==> config.mk <==
export PLATFORM = sky130hd
export DESIGN_NAME = move_executor
export DESIGN_NICKNAME = d
export VERILOG_FILES = /design/src/rtl/move_executor.sv
export SDC_FILE = /design/constraint.sdc
export NUM_CORES = 1
export LEC_CHECK = 0
export CAP_MARGIN = 30
export CORE_MARGIN = 4
export CORE_UTILIZATION = 44
export DETAILED_ROUTE_END_ITERATION = 8
export GPL_TIMING_DRIVEN = 0
export HOLD_SLACK_MARGIN = 0.02
export MAX_ROUTING_LAYER = met4
export PLACE_DENSITY = 0.81
export SLEW_MARGIN = 5
export SYNTH_ARGS = -nofsm -noshare
export SYNTH_HDL_FRONTEND = slang
export SYNTH_SLANG_ARGS = --single-unit
==> constraint.sdc <==
create_clock -name clk -period 2.15 [get_ports clk]
set_input_delay 0.3225 -clock clk [delete_from_list [all_inputs] [get_ports clk]]
set_output_delay 0.3225 -clock clk [all_outputs]
set_load 0.1 [all_outputs]
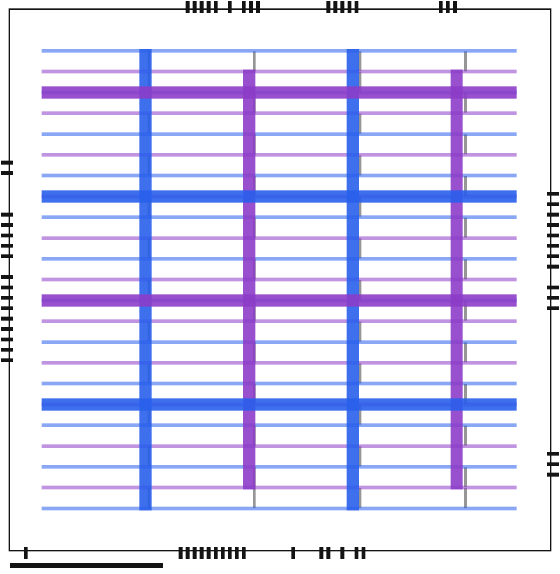
Fig. 1. Floorplan with the power grid.
Bar = 20 microns. Pins as bars on the die edge. Tap cells in grey.
colour	net
purple	VDD
blue	VSS
rows	22
met5 straps	4
tap cells	48
floorplan die height: 70.6 microns
horizontal die dimension: 70.6 microns

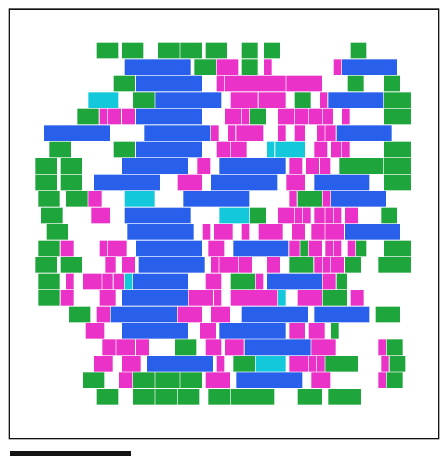
Fig. 2. Cells coloured by class.
Bar = 20 microns.
colour	class	cells
cyan	clock drivers and dummy loads	8
magenta	remaining logic cells	112
green	remaining buffers and delay cells	71
blue	registers	34
register share of the cell area: 0.377
core area: 3720 sq um
Post-Layout Inst Area: 2580 sq um
count of standard-cell rows: 22
Finished Core Util: 0.693

==> impl.org <==
#+TITLE: Implementation results

** Layout
- Flop Count :: 34
- Non-filler instance count after layout :: 273
- According to the finish report, the design has a final net count of 260.
- Final-layout non-clock buffer area share :: 0.276
- Per the final layout report, the fraction of cells sized above drive strength 1 comes to 0.262.
- Total of plain and repair buffers excluding clock buffers :: 71
- Non-clock inverters :: 4

** Run status
- The flow ran to the end, and the final reports show no timing, DRC or antenna violations.

** Clocking
- In this run, post-CTS hold repair placed 0 buffers.
- TritonCTS built the clock tree.
- After clock tree synthesis, the setup repair step added 0 buffers.
- According to the CTS report, the clock sink count is 34.

** Final timing
- Setup repair after global routing left no endpoint under its margin.
- Worst max-slew margin expressed relative to the limit :: 0.351
- Final setup skew :: 0.00874 ns

** Power and ir drop
- Combinational fraction of design power :: 0.650
- The flow reports power dissipated in the clock network as 0.000434 W.

** Synth
- After synthesis, the mean cell area works out to 11.0 sq um.
- The share of synthesized area in the top cell type comes to 0.418.
- Post-synthesis register bit count :: 34
- Syn. warnings :: 0
- Mux frac, synth :: 0.0450

** Die
- Num ports :: 64
- Chip Footprint :: 4990 sq um
- Well Taps :: 48

** Route
- First-pass iteration count of the detailed router :: 4
- After detailed routing, the met3 layer carries 239 microns of wire.
- Routed wire length :: 4.15 mm

** Placement
- The detailed placer reported the number of placed instances as 266.
- Weighted congestion reported at the end of routability-driven placement :: 0.758

** Global route
- Aggregate global-route resource usage :: 0.173
- Largest net degree at the start of global routing :: 25

** Worst setup path
- Walking the worst path, the cells encountered are buf_6 > nor4_4 > clkdlybuf4s15_2.
Power figures rest on the tool's default switching activity, not on a simulated workload.
